[config.mk]
export PLATFORM = sky130hd
export DESIGN_NAME = retire_monitor
export DESIGN_NICKNAME = d
export VERILOG_FILES = /design/src/rtl/retire_monitor.sv
export SDC_FILE = /design/constraint.sdc
export NUM_CORES = 1
export LEC_CHECK = 0
export ABC_AREA = 1
export CAP_MARGIN = 30
export CORE_MARGIN = 3
export CORE_UTILIZATION = 55
export DETAILED_ROUTE_END_ITERATION = 7
export MAX_ROUTING_LAYER = met4
export PLACE_DENSITY_LB_ADDON = 0.05
export SLEW_MARGIN = 15
export SYNTH_ARGS = -nofsm -noshare
export SYNTH_HDL_FRONTEND = slang
export SYNTH_SLANG_ARGS = --single-unit
[constraint.sdc]
create_clock -name i_clk -period 5.8 [get_ports i_clk]
set_clock_uncertainty 0.1 [all_clocks]
set_input_delay 0.87 -clock i_clk [delete_from_list [all_inputs] [get_ports i_clk]]
set_output_delay 0.87 -clock i_clk [all_outputs]
set_load 0.1 [all_outputs]
[src/rtl/retire_monitor.sv]
// ---------------------------------------------------------------------------
// retire_monitor
//   Watches the retirement stream of a core. It counts RUN cycles, retired
//   instructions, control instructions and mispredictions, with saturating
//   counters. It detects the end of a test when one PC retires repeatedly
//   (loop), and it detects a hang when retirements stop (watchdog). It also
//   flags a mispredict strobe that arrives without a retiring control
//   instruction.
//
//   Optional feature (macro RETIRE_MONITOR_HIST_EN): an 8-entry PC-history
//   shift buffer, read combinationally through i_hist_idx. When the macro is
//   not defined, no history is stored and o_hist_pc is tied to 0.
//
// Parameters
//   WDOG_CYCLES   RUN cycles without a retirement before a hang is declared
//   LOOP_COUNT    consecutive retirements of one PC that mark end of test
//
// Ports
//   i_clk          clock, rising edge
//   i_reset        synchronous active-high reset
//   i_pc_debug     PC of the instruction retiring this cycle
//   i_insn_vld     one instruction retires this cycle
//   i_ctrl         retiring instruction is a branch/jump
//   i_mispred      retiring control instruction was mispredicted
//   i_hist_idx     history read index, 0 = most recent retirement
//   o_cycle_cnt    RUN-state cycle count
//   o_retire_cnt   retired instruction count
//   o_ctrl_cnt     retired control instruction count
//   o_mispred_cnt  mispredicted control instruction count
//   o_last_pc      PC of the most recent retirement
//   o_hist_pc      history entry selected by i_hist_idx
//   o_done         loop detected (sticky)
//   o_hang         watchdog expired (sticky)
//   o_proto_err    mispredict without a retiring control instruction (sticky)
// ---------------------------------------------------------------------------
module retire_monitor #(
  parameter int unsigned WDOG_CYCLES = 1024,
  parameter int unsigned LOOP_COUNT  = 4
) (
  input  logic        i_clk,
  input  logic        i_reset,
  input  logic [31:0] i_pc_debug,
  input  logic        i_insn_vld,
  input  logic        i_ctrl,
  input  logic        i_mispred,
  input  logic [2:0]  i_hist_idx,
  output logic [31:0] o_cycle_cnt,
  output logic [31:0] o_retire_cnt,
  output logic [31:0] o_ctrl_cnt,
  output logic [31:0] o_mispred_cnt,
  output logic [31:0] o_last_pc,
  output logic [31:0] o_hist_pc,
  output logic        o_done,
  output logic        o_hang,
  output logic        o_proto_err
);

  typedef enum logic [1:0] {
    ST_IDLE = 2'd0,
    ST_RUN  = 2'd1,
    ST_DONE = 2'd2,
    ST_HANG = 2'd3
  } state_t;

  state_t      state_r, state_next_s;
  logic [31:0] cycle_cnt_r, cycle_cnt_next_s;
  logic [31:0] retire_cnt_r, retire_cnt_next_s;
  logic [31:0] ctrl_cnt_r, ctrl_cnt_next_s;
  logic [31:0] mispred_cnt_r, mispred_cnt_next_s;
  logic [31:0] last_pc_r, last_pc_next_s;
  logic [31:0] streak_r, streak_next_s;
  logic [31:0] wdog_r, wdog_next_s;
  logic        done_r, done_next_s;
  logic        hang_r, hang_next_s;
  logic        proto_err_r, proto_err_next_s;
  logic        retire_s;
  logic        proto_ev_s;
  logic [31:0] streak_cand_s;

  // Counters stop at all-ones instead of wrapping.
  function automatic logic [31:0] sat_inc(input logic [31:0] v);
    return (v == 32'hFFFF_FFFF) ? v : v + 32'd1;
  endfunction

  // A retirement is counted only while the monitor is still live.
  assign retire_s      = i_insn_vld & ((state_r == ST_IDLE) | (state_r == ST_RUN));
  assign streak_cand_s = (i_pc_debug == last_pc_r) ? streak_r + 32'd1 : 32'd1;
  assign proto_ev_s    = i_mispred & ~(i_insn_vld & i_ctrl);

  // Next-state and next-value logic for the FSM and all counters.
  always_comb begin
    state_next_s       = state_r;
    cycle_cnt_next_s   = cycle_cnt_r;
    retire_cnt_next_s  = retire_cnt_r;
    ctrl_cnt_next_s    = ctrl_cnt_r;
    mispred_cnt_next_s = mispred_cnt_r;
    last_pc_next_s     = last_pc_r;
    streak_next_s      = streak_r;
    wdog_next_s        = wdog_r;
    done_next_s        = done_r;
    hang_next_s        = hang_r;
    proto_err_next_s   = proto_err_r;

    // While still idle, only the cycle carrying the first retirement may
    // raise the protocol error; the terminal states keep watching.
    if ((state_r != ST_IDLE) || i_insn_vld) begin
      proto_err_next_s = proto_err_r | proto_ev_s;
    end else begin
      proto_err_next_s = proto_err_r;
    end

    // The cycle counter starts at 1 on the IDLE->RUN edge.
    if (retire_s || (state_r == ST_RUN)) begin
      cycle_cnt_next_s = sat_inc(cycle_cnt_r);
    end else begin
      cycle_cnt_next_s = cycle_cnt_r;
    end

    if (retire_s) begin
      retire_cnt_next_s = sat_inc(retire_cnt_r);
      if (i_ctrl) begin
        ctrl_cnt_next_s = sat_inc(ctrl_cnt_r);
      end else begin
        ctrl_cnt_next_s = ctrl_cnt_r;
      end
      if (i_ctrl && i_mispred) begin
        mispred_cnt_next_s = sat_inc(mispred_cnt_r);
      end else begin
        mispred_cnt_next_s = mispred_cnt_r;
      end
      last_pc_next_s = i_pc_debug;
      streak_next_s  = streak_cand_s;
      wdog_next_s    = 32'd0;
    end else begin
      streak_next_s = streak_r;
    end

    case (state_r)
      ST_IDLE: begin
        if (retire_s) begin
          if (streak_cand_s >= 32'(LOOP_COUNT)) begin
            state_next_s = ST_DONE;
            done_next_s  = 1'b1;
          end else begin
            state_next_s = ST_RUN;
          end
        end else begin
          state_next_s = ST_IDLE;
        end
      end
      ST_RUN: begin
        if (retire_s) begin
          if (streak_cand_s >= 32'(LOOP_COUNT)) begin
            state_next_s = ST_DONE;
            done_next_s  = 1'b1;
          end else begin
            state_next_s = ST_RUN;
          end
        end else begin
          wdog_next_s = wdog_r + 32'd1;
          if ((wdog_r + 32'd1) >= 32'(WDOG_CYCLES)) begin
            state_next_s = ST_HANG;
            hang_next_s  = 1'b1;
          end else begin
            state_next_s = ST_RUN;
          end
        end
      end
      ST_DONE: state_next_s = ST_DONE;
      ST_HANG: state_next_s = ST_HANG;
      default: state_next_s = ST_IDLE;
    endcase
  end

  // State and counter registers; reset wins over every other update.
  always_ff @(posedge i_clk) begin
    if (i_reset) begin
      state_r       <= ST_IDLE;
      cycle_cnt_r   <= 32'd0;
      retire_cnt_r  <= 32'd0;
      ctrl_cnt_r    <= 32'd0;
      mispred_cnt_r <= 32'd0;
      last_pc_r     <= 32'd0;
      streak_r      <= 32'd0;
      wdog_r        <= 32'd0;
      done_r        <= 1'b0;
      hang_r        <= 1'b0;
      proto_err_r   <= 1'b0;
    end else begin
      state_r       <= state_next_s;
      cycle_cnt_r   <= cycle_cnt_next_s;
      retire_cnt_r  <= retire_cnt_next_s;
      ctrl_cnt_r    <= ctrl_cnt_next_s;
      mispred_cnt_r <= mispred_cnt_next_s;
      last_pc_r     <= last_pc_next_s;
      streak_r      <= streak_next_s;
      wdog_r        <= wdog_next_s;
      done_r        <= done_next_s;
      hang_r        <= hang_next_s;
      proto_err_r   <= proto_err_next_s;
    end
  end

`ifdef RETIRE_MONITOR_HIST_EN
  logic [31:0] hist_r [8];

  // History shift buffer: entry 0 always holds the newest retired PC.
  always_ff @(posedge i_clk) begin
    if (i_reset) begin
      for (int i = 0; i < 8; i++) hist_r[i] <= 32'd0;
    end else if (retire_s) begin
      hist_r[0] <= i_pc_debug;
      for (int i = 1; i < 8; i++) hist_r[i] <= hist_r[i-1];
    end
  end

  assign o_hist_pc = hist_r[i_hist_idx];
`else
  logic unused_hist_idx_s;
  assign unused_hist_idx_s = ^i_hist_idx;
  assign o_hist_pc         = 32'd0;
`endif

  assign o_cycle_cnt   = cycle_cnt_r;
  assign o_retire_cnt  = retire_cnt_r;
  assign o_ctrl_cnt    = ctrl_cnt_r;
  assign o_mispred_cnt = mispred_cnt_r;
  assign o_last_pc     = last_pc_r;
  assign o_done        = done_r;
  assign o_hang        = hang_r;
  assign o_proto_err   = proto_err_r;

endmodule

==> flow_metrics.py <==
# Auto-generated metrics
metrics = {
    "status": {
        "status": "finished, final reports clean",
    },
    "setup_path": {
        "cp_max_fo": 6,
        "cp.arrival_ps": 2210,
        "path_delay_family": "buffers and inverters",
        "crit_path_start_kind": "register",
        "cp_slowest_stage_delay_ps": 1230,
        "critPathKind": "register to output pin",
        "slowest_stage": "clkdlybuf4s50_1",
        "path_cells": "clkdlybuf4s50_1",
        "critPathBufInv": 1,
    },
    "routing": {
        "routed_via_density": 5.34,
        "avgRoutedWirePerCell_um": 14.2,
        "dr.pass1.iters": 5,
        "drc": 0,
        "vias": 13949,
    },
    "synth": {
        "ys_top_cells_by_count": "532 x nand2_1, 252 x inv_1, 229 x dfxtp_1",
        "async_flop_share": 0,
        "edf_count": 0,
        "synth_flops": 229,
        "synth.largest_area_cell": "dfxtp_1",
        "ys_seq_share": 0.340,
        "yosys_cells": 2077,
        "flop_cell": "dfxtp_1",
        "top_cells_by_area": "dfxtp_1 34%, nand2_1 15%, inv_1 7.0%",
        "yosysMostFrequentCell": "nand2_1",
        "syn_avg_cell_area_um2": 6.50,
    },
    "power_and_ir_drop": {
        "p_per_area_mw_per_mm2": 230,
        "power.total_w": 0.00389,
        "p_leak_nw": 6.35,
        "vdd_drop_max_uv": 202,
    },
    "clock_tree": {
        "cts_tree": "done",
        "clock_sinks": 229,
        "clk_latency_ps": 530,
        "path_clk_slew_ps": 60,
        "hold_buffers": 0,
        "root_buffer": "clkbuf_16",
        "cts_buffer_depth": 3,
        "cts_resized": 0,
        "cts.htree.levels": 1,
        "cts_made_buffers": 26,
        "postCtsSetupBuffers": 0,
    },
    "grt": {
        "grt_max_degree": 98,
        "grt_pass1_vias": 13098,
        "grt_pass1_wl_um": 60600,
        "antenna_found_initial": 0,
        "gr-total-overflow": 0,
    },
    "floorplan": {
        "dieArea_mm2": 0.0265,
        "rows": 56,
        "die_h_um": 163,
    },
    "final_timing": {
        "setup_violations": 0,
        "final_hold_viol_count": 0,
        "tightest_slew_ps": 1050,
        "rsz0062_at_grt": "no",
        "relSlewSlack": 0.301,
        "setup-tns-final_ps": 0,
        "post-route-min-period_ps": 3180,
        "report.final.slew_viol_count": 0,
    },
    "job": {
        "warning_count": 29,
    },
    "worst_hold_path": {
        "hold_path.class": "register to register",
    },
    "cells_and_area": {
        "nets": 2318,
        "antennaDiodeCount": 0,
    },
    "place": {
        "gp_congestion": 0.964,
        "dpl.hpwl_um": 26900,
    },
}
==> path summary, 6_finish.rpt <==
kind	to	slack, ps	cells after the start	from
min reg2reg	o_proto_err	350	2	o_proto_err
min	o_proto_err	350	2	o_proto_err
max	o_mispred_cnt[19]	2620	1	o_mispred_cnt[19]
max reg2reg	o_mispred_cnt[25]	3150	11	o_mispred_cnt[1]
==> layout by cell type, fill, tap and decap left out, drive strengths merged, types with 2 or more instances in the layout <==
master	synthesis	routed
o22ai	2	2
o21a	13	13
nand3	64	64
clkinv	1	7
nor2	252	252
and3	5	5
xnor2	30	30
o31ai	2	2
a21oi	176	176
o211a	2	2
xor2	36	36
ha	6	6
inv	275	274
nor4	13	13
or2	9	9
bufinv	0	2
dfxtp	229	229
a221oi	4	4
o21bai	6	6
a211oi	5	5
nand2	552	552
a31oi	7	7
nor3	94	94
conb	1	32
o211ai	2	2
buf	48	22
clkbuf	36	41
nor3b	7	7
nand3b	8	8
nand4	55	55
clkdlybuf4s50	0	198
o21ai	131	131
==> cell type report <==
class / count / area (µm²) / share of cell area
clock buffers: 41 / 828 / 0.0490
clock inverters: 7 / 85.1 / 0.00503
inverters: 276 / 1040 / 0.0616
multi-input cells: 1519 / 7530 / 0.445
flip-flops and latches: 229 / 4580 / 0.271
well taps: 319 / 399 / 0.0236
repair buffers: 220 / 2450 / 0.145
==> kinds of logic after synthesis <==
group,after synthesis,share of synthesized area
flip-flops,229,0.340
XOR/XNOR,66,0.0428
AND-OR/OR-AND,352,0.139
buffers and inverters,360,0.112
AND/OR/NAND/NOR,1063,0.361
other,1,0.000278
adder cells (fa/ha/maj),6,0.00556
==> power by group <==
| part | switching [W] | internal [W] | leakage, nW | total (W) |
|---|---|---|---|---|
| Clock | 0.000662 | 0.00106 | 0.457 | 0.00172 |
| Sequential | 0.0000379 | 0.00161 | 1.86 | 0.00164 |
| Combinational | 0.000404 | 0.000122 | 4.03 | 0.000526 |
==> state kept, by name (all words and copies together), names as in the netlist <==
signal	count
streak_r	32
o_proto_err	1
wdog_r	32
o_cycle_cnt	32
o_retire_cnt	32
o_hang	1
o_ctrl_cnt	32
o_mispred_cnt	32
state_r	2
o_done	1
o_last_pc	32
==> per-layer routing <==
layer / vias to the layer above / part of all wire / track usage
met5: - / 0 / -
li1: 7028 / - / -
met2: 437 / 0.48 / 0.475
met3: 69 / 0.072 / 0.0481
met1: 6415 / 0.43 / 0.336
met4: 0 / 0.023 / 0.0727
==> through the flow <==
stage	instance area, µm²	cells	setup slack (ps)	hold WS, ps	utilization
after CTS	16800	2607	2610	350	0.705
after detailed placement	15900	2559	2140	342	0.667
after global routing	16900	2611	2360	367	0.710
after floorplan	13600	2108	3020	353	-
final	16900	2611	2620	346	0.710
after global placement	15600	2548	2210	340	0.654
### M2 wires

Cells faint in the background.
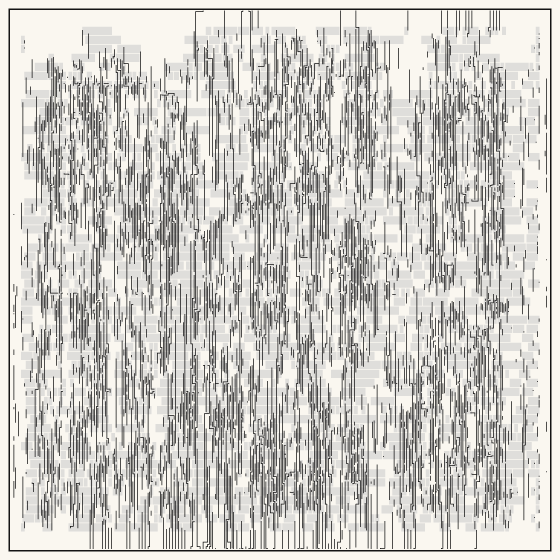
longest straight run: 61.9 µm
wire length on this layer: 17700 µm
share of all routed wire: 48%

### Cell placement

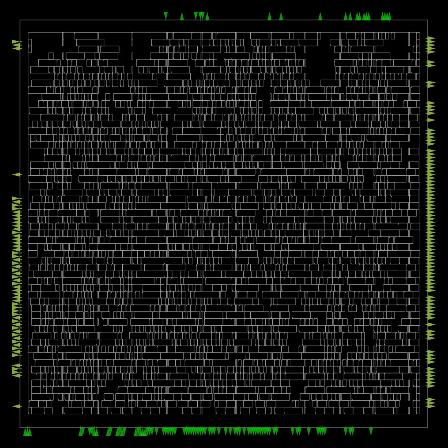
Core Area: 0.0238 mm²
final-layout fill cell count: 2063
n_taps: 319
Final Core Density: 0.710
Final Non-Filler Cells: 2611

### The metal 3 layer

The bar under the picture is 50 µm long.
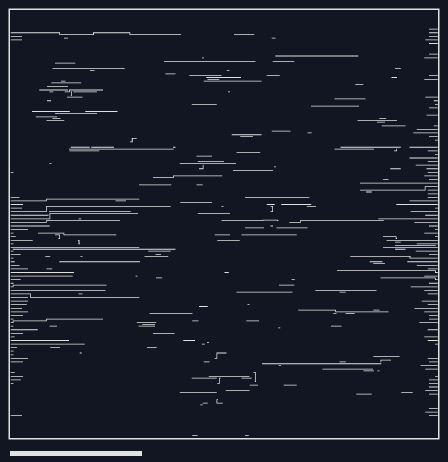
share of all routed wire: 7.2%
wire length on this layer: 2660 µm
longest straight run: 61.6 µm

### Cell classes on the final placement

Fill, decap, tap and diode cells in grey.
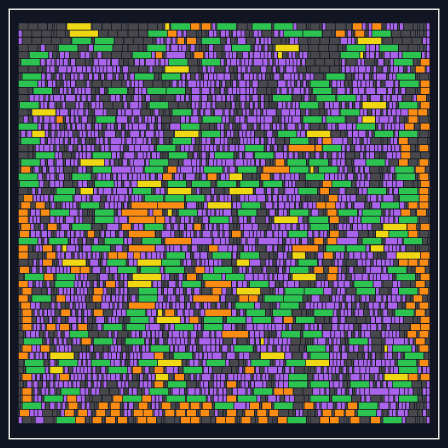
| class | colour | cells | share of their area |
|---|---|---|---|
| remaining logic cells | purple | 1795 | 52% |
| clock drivers and dummy loads | yellow | 48 | 5.5% |
| remaining buffers and delay cells | orange | 220 | 15% |
| registers | green | 229 | 28% |

### Wires at chosen ports, followed through buffers

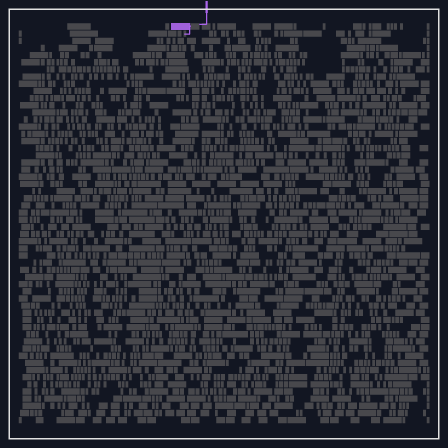
| port | colour | direction | end cells | buffers | wire |
|---|---|---|---|---|---|
| `o_proto_err` | purple | output | 1 | 1 | 13.5 µm |
Ports: 235
I/O Buffers: 199

Power and IR drop assume default switching activity.
